### Placed standard cells, run 1

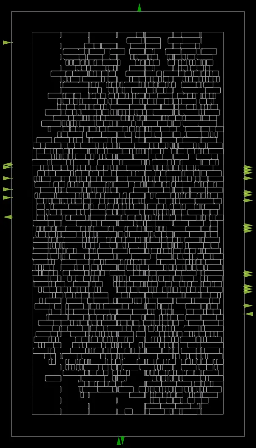
### Cell area per tile, run 1

11 x 21 tiles, from black (low) to pale yellow (high), 0 to 100% covered.
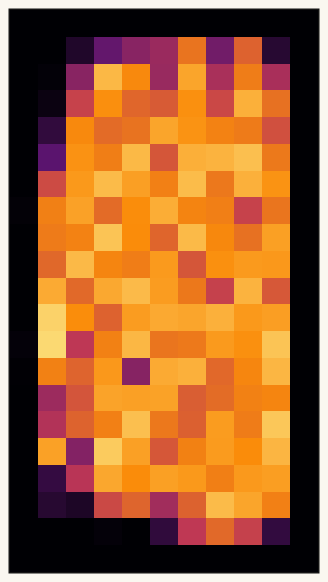
### Gate families picked out, run 1

Scale bar: 20 um.
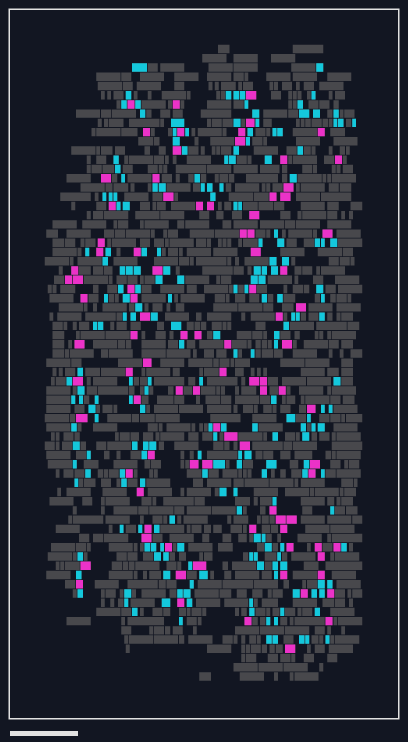
## src/rtl/key_event_bank_if.sv

```systemverilog
// Pin-side bundle for key_event_bank: raw key levels and event gate in,
// debounced level and single-cycle event pulses out.
interface key_event_bank_if #(
  parameter int N_KEYS = 4
);
  logic              i_en;
  logic [N_KEYS-1:0] i_keys;
  logic [N_KEYS-1:0] o_level;
  logic [N_KEYS-1:0] o_press;
  logic [N_KEYS-1:0] o_release;
  logic [N_KEYS-1:0] o_long;
  logic [N_KEYS-1:0] o_repeat;

  modport master (
    output i_en, i_keys,
    input  o_level, o_press, o_release, o_long, o_repeat
  );

  modport slave (
    input  i_en, i_keys,
    output o_level, o_press, o_release, o_long, o_repeat
  );
endinterface

```

## src/rtl/key_event_bank.sv

```systemverilog
// N-channel push-button conditioner: per-key sync, debounce, and a hold FSM
// producing press / release / long / auto-repeat pulses.
module key_event_lane #(
  parameter bit ACTIVE_LOW    = 1'b1,
  parameter int DEB_CYCLES    = 120000,
  parameter int LONG_CYCLES   = 6000000,
  parameter int REPEAT_CYCLES = 1200000,
  parameter int CNT_W         = 24
) (
  input  logic i_clk,
  input  logic i_rst,
  input  logic i_en,
  input  logic i_key,
  output logic o_level,
  output logic o_press,
  output logic o_release,
  output logic o_long,
  output logic o_repeat
);
  localparam logic [CNT_W-1:0] DEB_TC  = CNT_W'(DEB_CYCLES - 1);
  localparam logic [CNT_W-1:0] LONG_TC = CNT_W'(LONG_CYCLES - 1);
  localparam logic [CNT_W-1:0] REP_TC  = CNT_W'((REPEAT_CYCLES == 0) ? 0 : REPEAT_CYCLES - 1);

  typedef enum logic [1:0] {IDLE, HELD, RPT} state_t;

  logic             s1, s2, stable;
  logic [CNT_W-1:0] deb_cnt, hold_cnt, hold_nx;
  logic             mismatch, deb_done, rise, fall;
  logic             press_d, release_d, long_d, repeat_d;
  state_t           state, state_nx;

  assign mismatch = s2 ^ stable;
  assign deb_done = mismatch && (deb_cnt == DEB_TC);
  // rise/fall mark the edge on which stable itself toggles, so events line up with o_level
  assign rise     = deb_done & ~stable;
  assign fall     = deb_done & stable;
  assign o_level  = stable;

  always_ff @(posedge i_clk) begin
    if (i_rst) begin
      s1      <= 1'b0;
      s2      <= 1'b0;
      stable  <= 1'b0;
      deb_cnt <= '0;
    end else begin
      s1 <= i_key ^ ACTIVE_LOW;
      s2 <= s1;
      if (!mismatch) begin
        deb_cnt <= '0;
      end else if (deb_done) begin
        deb_cnt <= '0;
        stable  <= ~stable;
      end else begin
        deb_cnt <= deb_cnt + 1'b1;
      end
    end
  end

  always_ff @(posedge i_clk) begin
    if (i_rst) state <= IDLE;
    else       state <= state_nx;
  end

  always_comb begin
    state_nx = state;
    case (state)
      IDLE:    if (rise) state_nx = HELD;
      HELD:    if (fall) state_nx = IDLE;
               else if (hold_cnt == LONG_TC) state_nx = RPT;
      RPT:     if (fall) state_nx = IDLE;
      default: state_nx = IDLE;
    endcase
  end

  always_comb begin
    press_d   = 1'b0;
    release_d = 1'b0;
    long_d    = 1'b0;
    repeat_d  = 1'b0;
    hold_nx   = '0;
    case (state)
      IDLE: press_d = rise;
      HELD: begin
        if (fall)                       release_d = 1'b1;
        else if (hold_cnt == LONG_TC)   long_d    = 1'b1;
        else                            hold_nx   = hold_cnt + 1'b1;
      end
      RPT: begin
        // with repeat disabled the counter parks at 0 instead of free-running
        if (fall)                       release_d = 1'b1;
        else if (REPEAT_CYCLES == 0)    hold_nx   = '0;
        else if (hold_cnt == REP_TC)    repeat_d  = 1'b1;
        else                            hold_nx   = hold_cnt + 1'b1;
      end
      default: ;
    endcase
  end

  always_ff @(posedge i_clk) begin
    if (i_rst) begin
      hold_cnt  <= '0;
      o_press   <= 1'b0;
      o_release <= 1'b0;
      o_long    <= 1'b0;
      o_repeat  <= 1'b0;
    end else begin
      hold_cnt  <= hold_nx;
      o_press   <= press_d   & i_en;
      o_release <= release_d & i_en;
      o_long    <= long_d    & i_en;
      o_repeat  <= repeat_d  & i_en;
    end
  end
endmodule

module key_event_bank #(
  parameter int N_KEYS        = 4,
  parameter bit ACTIVE_LOW    = 1'b1,
  parameter int DEB_CYCLES    = 120000,
  parameter int LONG_CYCLES   = 6000000,
  parameter int REPEAT_CYCLES = 1200000
) (
  input logic            i_clk,
  input logic            i_rst,
  key_event_bank_if.slave bus
);
  localparam int MAX_DL = (DEB_CYCLES > LONG_CYCLES) ? DEB_CYCLES : LONG_CYCLES;
  localparam int MAX_C  = (MAX_DL > REPEAT_CYCLES) ? MAX_DL : REPEAT_CYCLES;
  localparam int CNT_W  = $clog2(MAX_C) + 1;

  logic [N_KEYS-1:0] level, press, rel, lng, rpt;

  for (genvar g = 0; g < N_KEYS; g++) begin : g_lane
    key_event_lane #(
      .ACTIVE_LOW   (ACTIVE_LOW),
      .DEB_CYCLES   (DEB_CYCLES),
      .LONG_CYCLES  (LONG_CYCLES),
      .REPEAT_CYCLES(REPEAT_CYCLES),
      .CNT_W        (CNT_W)
    ) u_lane (
      .i_clk    (i_clk),
      .i_rst    (i_rst),
      .i_en     (bus.i_en),
      .i_key    (bus.i_keys[g]),
      .o_level  (level[g]),
      .o_press  (press[g]),
      .o_release(rel[g]),
      .o_long   (lng[g]),
      .o_repeat (rpt[g])
    );
  end

  assign bus.o_level   = level;
  assign bus.o_press   = press;
  assign bus.o_release = rel;
  assign bus.o_long    = lng;
  assign bus.o_repeat  = rpt;
endmodule
```

## src/flat_wrapper.sv

```systemverilog
// flat-port wrapper written by rule: the top's interface ports become plain ports
module key_event_bank_flat 
#(
  parameter int N_KEYS        = 4,
  parameter bit ACTIVE_LOW    = 1'b1,
  parameter int DEB_CYCLES    = 120000,
  parameter int LONG_CYCLES   = 6000000,
  parameter int REPEAT_CYCLES = 1200000
)
  (i_clk, i_rst, bus_i_en, bus_i_keys, bus_o_level, bus_o_press, bus_o_release, bus_o_long, bus_o_repeat);
  key_event_bank_if #(.N_KEYS(N_KEYS)) bus_i ();
  input logic i_clk;
  input logic i_rst;
  input wire logic [$bits(bus_i.i_en)-1:0] bus_i_en;
  input wire logic [$bits(bus_i.i_keys)-1:0] bus_i_keys;
  output wire logic [$bits(bus_i.o_level)-1:0] bus_o_level;
  output wire logic [$bits(bus_i.o_press)-1:0] bus_o_press;
  output wire logic [$bits(bus_i.o_release)-1:0] bus_o_release;
  output wire logic [$bits(bus_i.o_long)-1:0] bus_o_long;
  output wire logic [$bits(bus_i.o_repeat)-1:0] bus_o_repeat;
  assign bus_i.i_en = bus_i_en;
  assign bus_i.i_keys = bus_i_keys;
  assign bus_o_level = bus_i.o_level;
  assign bus_o_press = bus_i.o_press;
  assign bus_o_release = bus_i.o_release;
  assign bus_o_long = bus_i.o_long;
  assign bus_o_repeat = bus_i.o_repeat;
  key_event_bank #(.N_KEYS(N_KEYS), .ACTIVE_LOW(ACTIVE_LOW), .DEB_CYCLES(DEB_CYCLES), .LONG_CYCLES(LONG_CYCLES), .REPEAT_CYCLES(REPEAT_CYCLES)) u_core (.i_clk(i_clk), .i_rst(i_rst), .bus(bus_i));
endmodule
```

## config.mk

```make
export PLATFORM = sky130hd
export DESIGN_NAME = key_event_bank_flat
export DESIGN_NICKNAME = d
export VERILOG_FILES = /design/src/rtl/key_event_bank_if.sv /design/src/rtl/key_event_bank.sv /design/src/flat_wrapper.sv
export SDC_FILE = /design/constraint.sdc
export NUM_CORES = 1
export LEC_CHECK = 0
export CAP_MARGIN = 10
export CORE_ASPECT_RATIO = 2
export CORE_MARGIN = 10
export CORE_UTILIZATION = 60
export DETAILED_ROUTE_END_ITERATION = 6
export PLACE_DENSITY = 0.78
export RECOVER_POWER = 100
export SLEW_MARGIN = 15
export SYNTH_ARGS = -nofsm -noshare
export SYNTH_HDL_FRONTEND = slang
export SYNTH_SLANG_ARGS = --single-unit
export TNS_END_PERCENT = 1
```

## constraint.sdc

```tcl
create_clock -name i_clk -period 2.65 [get_ports i_clk]
set_input_delay 0.53 -clock i_clk [delete_from_list [all_inputs] [get_ports i_clk]]
set_output_delay 0.53 -clock i_clk [all_outputs]
set_load 0.01 [all_outputs]
```

==> flow_summary.toml, run 1 <==
# physical design summary
[timing]
finalHoldViolations = 0
finalSetupTns_ns = 0
relSlewSlack_pct = 43.3
fmax_ghz = 0.421
setup_viol = 0
final_max_slew_viol_count = 0

[logic_synthesis]
synth_top_cell_by_count = "nor2_1"
top_area_share_pct = 42.7
aoi_share_pct = 3.75
synth_nets = 1268
yosys_warnings = 0
ys_cells = 1241
top_cells_by_area = "dfxtp_1, xnor2_1, nor2_1"

[status]
outcome = "complete, no violations"

[setup_path]
crit_required_ns = 3.02
cp.depth = 7
r2r_cells = 5
r2r-end = "u_core.g_lane[1].u_lane.hold_cnt[16]"
cp-end-kind = "flip-flop"

[global_route]
grt_max_degree = 25
grt_util_all_layers_pct = 17.6
antenna_found_initial = 0
top_usage_layer = "met2"

[finish]
logic_area_um2 = 5600
area_share_nonclk_buffers_pct = 2.81

[clock_tree]
clock_sinks = 228
cts_buffers = 22
htreeDepth = 1
clk_path_buf_depth = 3
post_cts_buffers = 0

[routing]
routed.top_layer = "met4"
wl_met1_mm = 9.68

[floorplan]
chipArea_um2 = 23900
fp.dieW_um = 114
ioPinCount = 27
nWellTaps = 213

[pwr]
power-top-group = "sequential cells"
powerClk_mw = 3.15
ir_drop_mv = 0.488
powerDensity_nw_per_um2 = 571

[placement]
io_buffers = 26
Notes on 'Placed standard cells' above:
core area: 17600 um^2
Seq/total area: 39.1%
Site Rows: 69
FF+latch count: 228

Notes on 'Cell area per tile' above:
densest ninth of the die: center
mean over tiles: 48%
tiles over 75% full: 30%
fullest tile: 92%
FP Core Util: 60.7%
Layout Utilization: 66.2%

Notes on 'Gate families picked out' above:
[cyan] NAND gates | cells: 216 | most used: nand3_1
[magenta] AND and OR gates | cells: 94 | most used: and3_1
most numerous logic cell after layout: nor2_1
combinational share of cell area: 48.0%
Post-Layout Cell Count: 1473

-- run 1: logic make-up (layout without fill, tap and decap cells) --
family          Yosys count  after routing
simple gates            660            660
flops                   228            228
xor+xnor                178            178
buf+inv                 103            122
compound gates           52             52
fa+ha+maj                20             20
-- run 1: what timing repair did --
action | in CTS | in global routing
hold endpoints to repair | 0 | 0
endpoints found under the setup margin | 0 | 18
resized | 0 | 2
hold buffers | 0 | 0
-- run 1: metrics by stage --
step,setup WS [ns],cells
after global placement,0.316,1436
after global routing,0.0371,1473
final,0.273,1473
after floorplan,0.670,1241
after CTS,0.221,1473
after detailed placement,0.239,1436
-- run 1: worst reg2reg max path, stage by stage (launching register included) --
cell and delay (ns):
dfxtp_1 0.43, nor4b_1 0.30, nand4_1 0.25, nor2_2 0.31
a221o_1 0.77, nor2_1 0.13
### Wires at chosen ports, followed through buffers, run 1

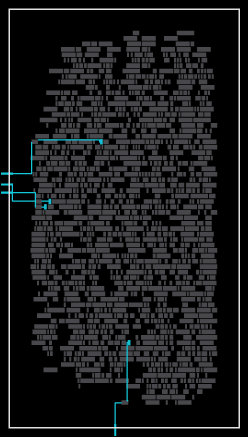

==> inputs of run 2 (changes only) <==
--- a/config.mk
+++ b/config.mk
@@ -10,7 +10,8 @@
 export CORE_MARGIN = 10
 export CORE_UTILIZATION = 60
 export DETAILED_ROUTE_END_ITERATION = 6
-export PLACE_DENSITY = 0.78
+export DONT_BUFFER_PORTS = 1
+export PLACE_DENSITY = 0.76
 export RECOVER_POWER = 100
 export SLEW_MARGIN = 15
 export SYNTH_ARGS = -nofsm -noshare
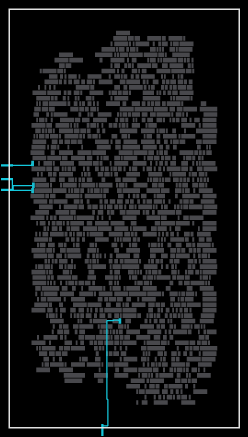
*Wires at chosen ports, followed through buffers, run 2*
[cyan] bus_i_keys | direction: input | edge: 3 west, 1 south | end cells: 4 | buffers: 0 | wire: 103 um
num ports: 27
Port Buf Inserts: 0

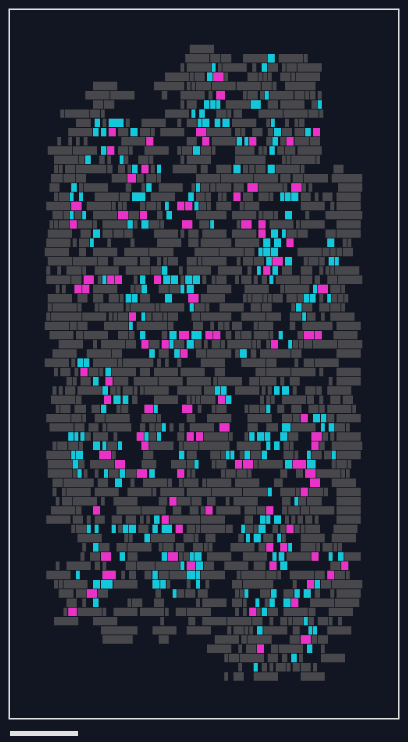
*Gate families picked out, run 2*
Scale bar: 20 um.
[magenta] AND and OR gates | cells: 94 | most used: and3_1
[cyan] NAND gates | cells: 216 | most used: nand3_1
combinational share of cell area: 49.4%
Post-Layout Cell Count: 1442

==> run 2 against run 1 <==
Effect of this change:
- core utilization is 1.7 points lower
- register-to-register slack is essentially flat
- non-clock buffer count decreased by 30
- clock-buffer cell count decreased by 5
- power decreased by 2.4%
- clock skew down 0.0013 ns
- critical path depth shrank 1
- sequential power about the same
- first-iteration DRC count up 5.5%
- maximum frequency is 1.5% higher
==> flow_summary.toml, run 2 <==
# physical design summary
[clock_tree]
htreeDepth = 1
postCtsHoldBufs = 0
ctsResizeCount = 0
clock_sinks = 228

[logic_synthesis]
ys_cells = 1241
top_cells_by_area = "dfxtp_1, xnor2_1, nor2_1"
top_area_share_pct = 42.7
synth_nets = 1268
synth_top_cell_by_count = "nor2_1"

[floorplan]
initCoreUtil_pct = 60.7
fp.dieW_um = 114
chipArea_um2 = 23900
rows = 69
core_area_um2 = 17600

[routing]
routed.top_layer = "met4"
wl_met1_mm = 9.35

[setup_path]
r2r-end = "u_core.g_lane[2].u_lane.hold_cnt[15]"
cp.depth = 6

[pwr]
power-top-group = "sequential cells"
ir_drop_mv = 0.672
powerDensity_nw_per_um2 = 572

[timing]
setup_viol = 0
relSlewSlack_pct = 44.8
fmax_ghz = 0.427
finalHoldViolations = 0
final_max_slew_viol_count = 0
setup_ws_ns = 0.308

[placement]
dpl.cell_count = 1406

[global_route]
antenna_found_initial = 0
grt_max_degree = 25
top_usage_layer = "met2"

[finish]
final_common_cell = "nor2_1"

[status]
outcome = "complete, no violations"
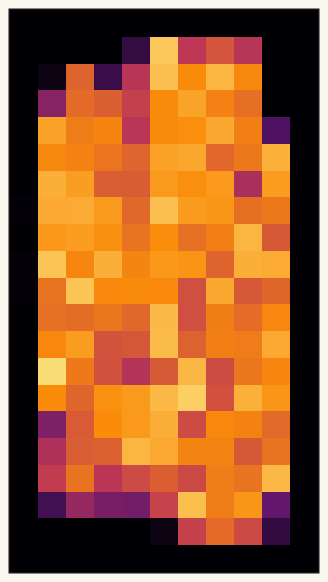
*Cell area per tile, run 2*
11 x 21 tiles, from black (low) to pale yellow (high), 0 to 100% covered.
fullest tile: 93%
emptiest ninth of the die: south-west
tiles over 75% full: 23%
nearly empty tiles: 30%
densest ninth of the die: center
Layout Utilization: 64.5%

## run 2: cell counts after synthesis
Identical to the previous run, type by type.
## run 2: cell families after synthesis
logic type                 count (synthesis)  share of synthesized area, %
AOI/OAI and AO/OA                         52                          3.75
xor gates and xnor gates                 178                          14.6
adders and majority gates                 20                          2.34
buffers and inverters                    103                          4.67
DFF                                      228                          42.7
and+or+nand+nor                          660                          31.9
## run 2: area by class of cell
| cell class | instances | area share [%] |
|---|---|---|
| Multi-Input combinational cell | 910 | 49.4 |
| Sequential cell | 228 | 40.2 |
| Clock buffer | 28 | 5.12 |
| Tap cell | 213 | 2.35 |
| Inverter | 47 | 1.55 |
| Clock inverter | 8 | 0.859 |
| Timing Repair Buffer | 8 | 0.595 |
==> inputs of run 3 (changes only) <==
--- a/config.mk
+++ b/config.mk
@@ -13,7 +13,6 @@
 export DONT_BUFFER_PORTS = 1
 export PLACE_DENSITY = 0.76
 export RECOVER_POWER = 100
-export SLEW_MARGIN = 15
 export SYNTH_ARGS = -nofsm -noshare
 export SYNTH_HDL_FRONTEND = slang
 export SYNTH_SLANG_ARGS = --single-unit
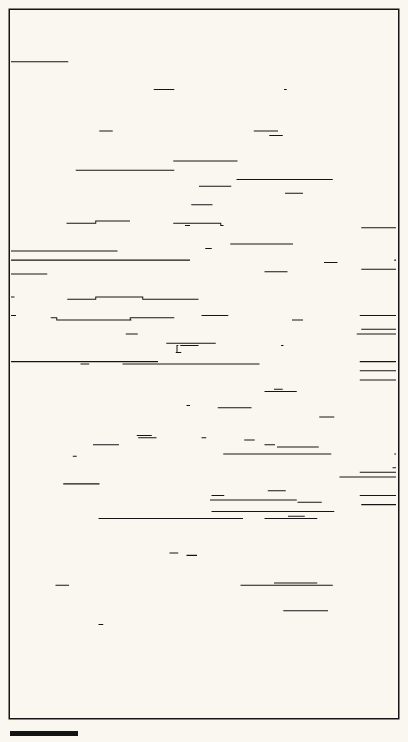
*Met3 routing, run 3*
Scale bar: 20 um.
main direction: horizontal
share of all routed wire: 4.5%
wire length on this layer: 928 um
longest straight run: 52.4 um
nets with wire on the layer: 59
GR Layer Usage met3: 2.75%
WL final: 20.5 mm
DR vias: 8222

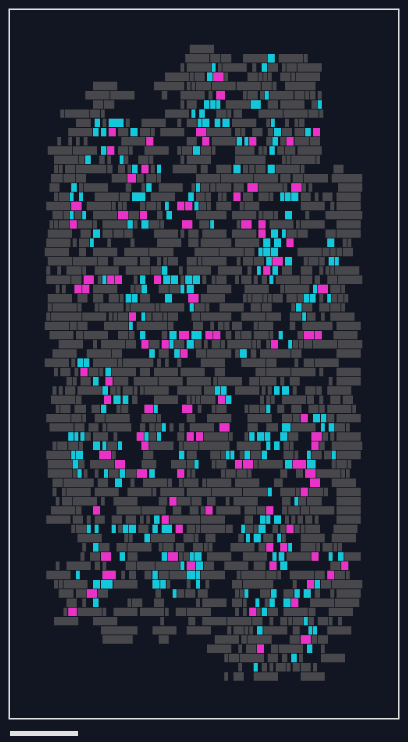
*Gate families picked out, run 3*
Scale bar: 20 um.
[cyan] NAND gates | cells: 216 | most used: nand3_1
[magenta] AND and OR gates | cells: 94 | most used: and3_1

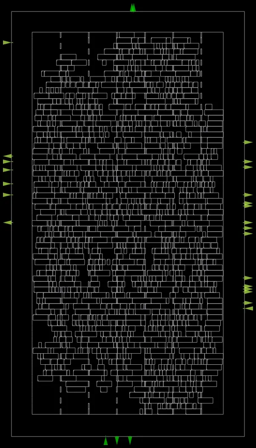
*Placed standard cells, run 3*
num tapcells: 213
fillcell total: 1523
Seq/total area: 40.2%

==> run 3 against run 2 <==
Effect of this change:
- sequential power hardly changed
- power stayed put
- clock-buffer cell count stayed put
- via count stayed put
- area after synthesis stayed put
- critical path type unchanged
- critical endpoint unchanged
- highest routed layer unchanged
==> flow_summary.toml, run 3 <==
# physical design summary
[status]
outcome = "complete, no violations"

[clock_tree]
ctsResizeCount = 0
htreeDepth = 1

[setup_path]
cp.depth = 6

[timing]
final_max_slew_viol_count = 0
fmax_ghz = 0.427
setup_viol = 0
finalHoldViolations = 0

[floorplan]
chipArea_um2 = 23900
fp.dieW_um = 114
initCoreUtil_pct = 60.7

[placement]
dpl.cell_count = 1406
io_buffers = 0

[logic_synthesis]
synth_nets = 1268
yosys-mux-area-fraction_pct = 0
ys_top_logic_family = "simple AND/OR/NAND/NOR gates"
top_area_share_pct = 42.7

[finish]
final_common_cell = "nor2_1"

[global_route]
antenna_found_initial = 0

[pwr]
ir_drop_mv = 0.672
==> run 3: cell counts after synthesis <==
No cell type changed its count.
==> run 3: final cells by class <==
cell class,instances,share of cell area (%)
Inverter,47,1.55
Tap cell,213,2.35
Timing Repair Buffer,8,0.595
Clock inverter,8,0.859
Multi-Input combinational cell,910,49.4
Sequential cell,228,40.2
Clock buffer,28,5.12
==> run 3: routing by layer <==
metal  track usage [%]  up-vias  wire [um]
li1                  -     4185          -
met1              22.4     3880       9350
met2              28.2      127       9770
met3              2.75       30        927
met4              5.21        0        444
met5                 0        -          0
==> run 3: cells by family (layout without fill, tap and decap cells) <==
logic type | Yosys count | count (layout)
simple gates | 660 | 660
flops | 228 | 228
xor+xnor | 178 | 178
buf+inv | 103 | 91
compound gates | 52 | 52
fa+ha+maj | 20 | 20
Power and IR drop assume default switching activity.
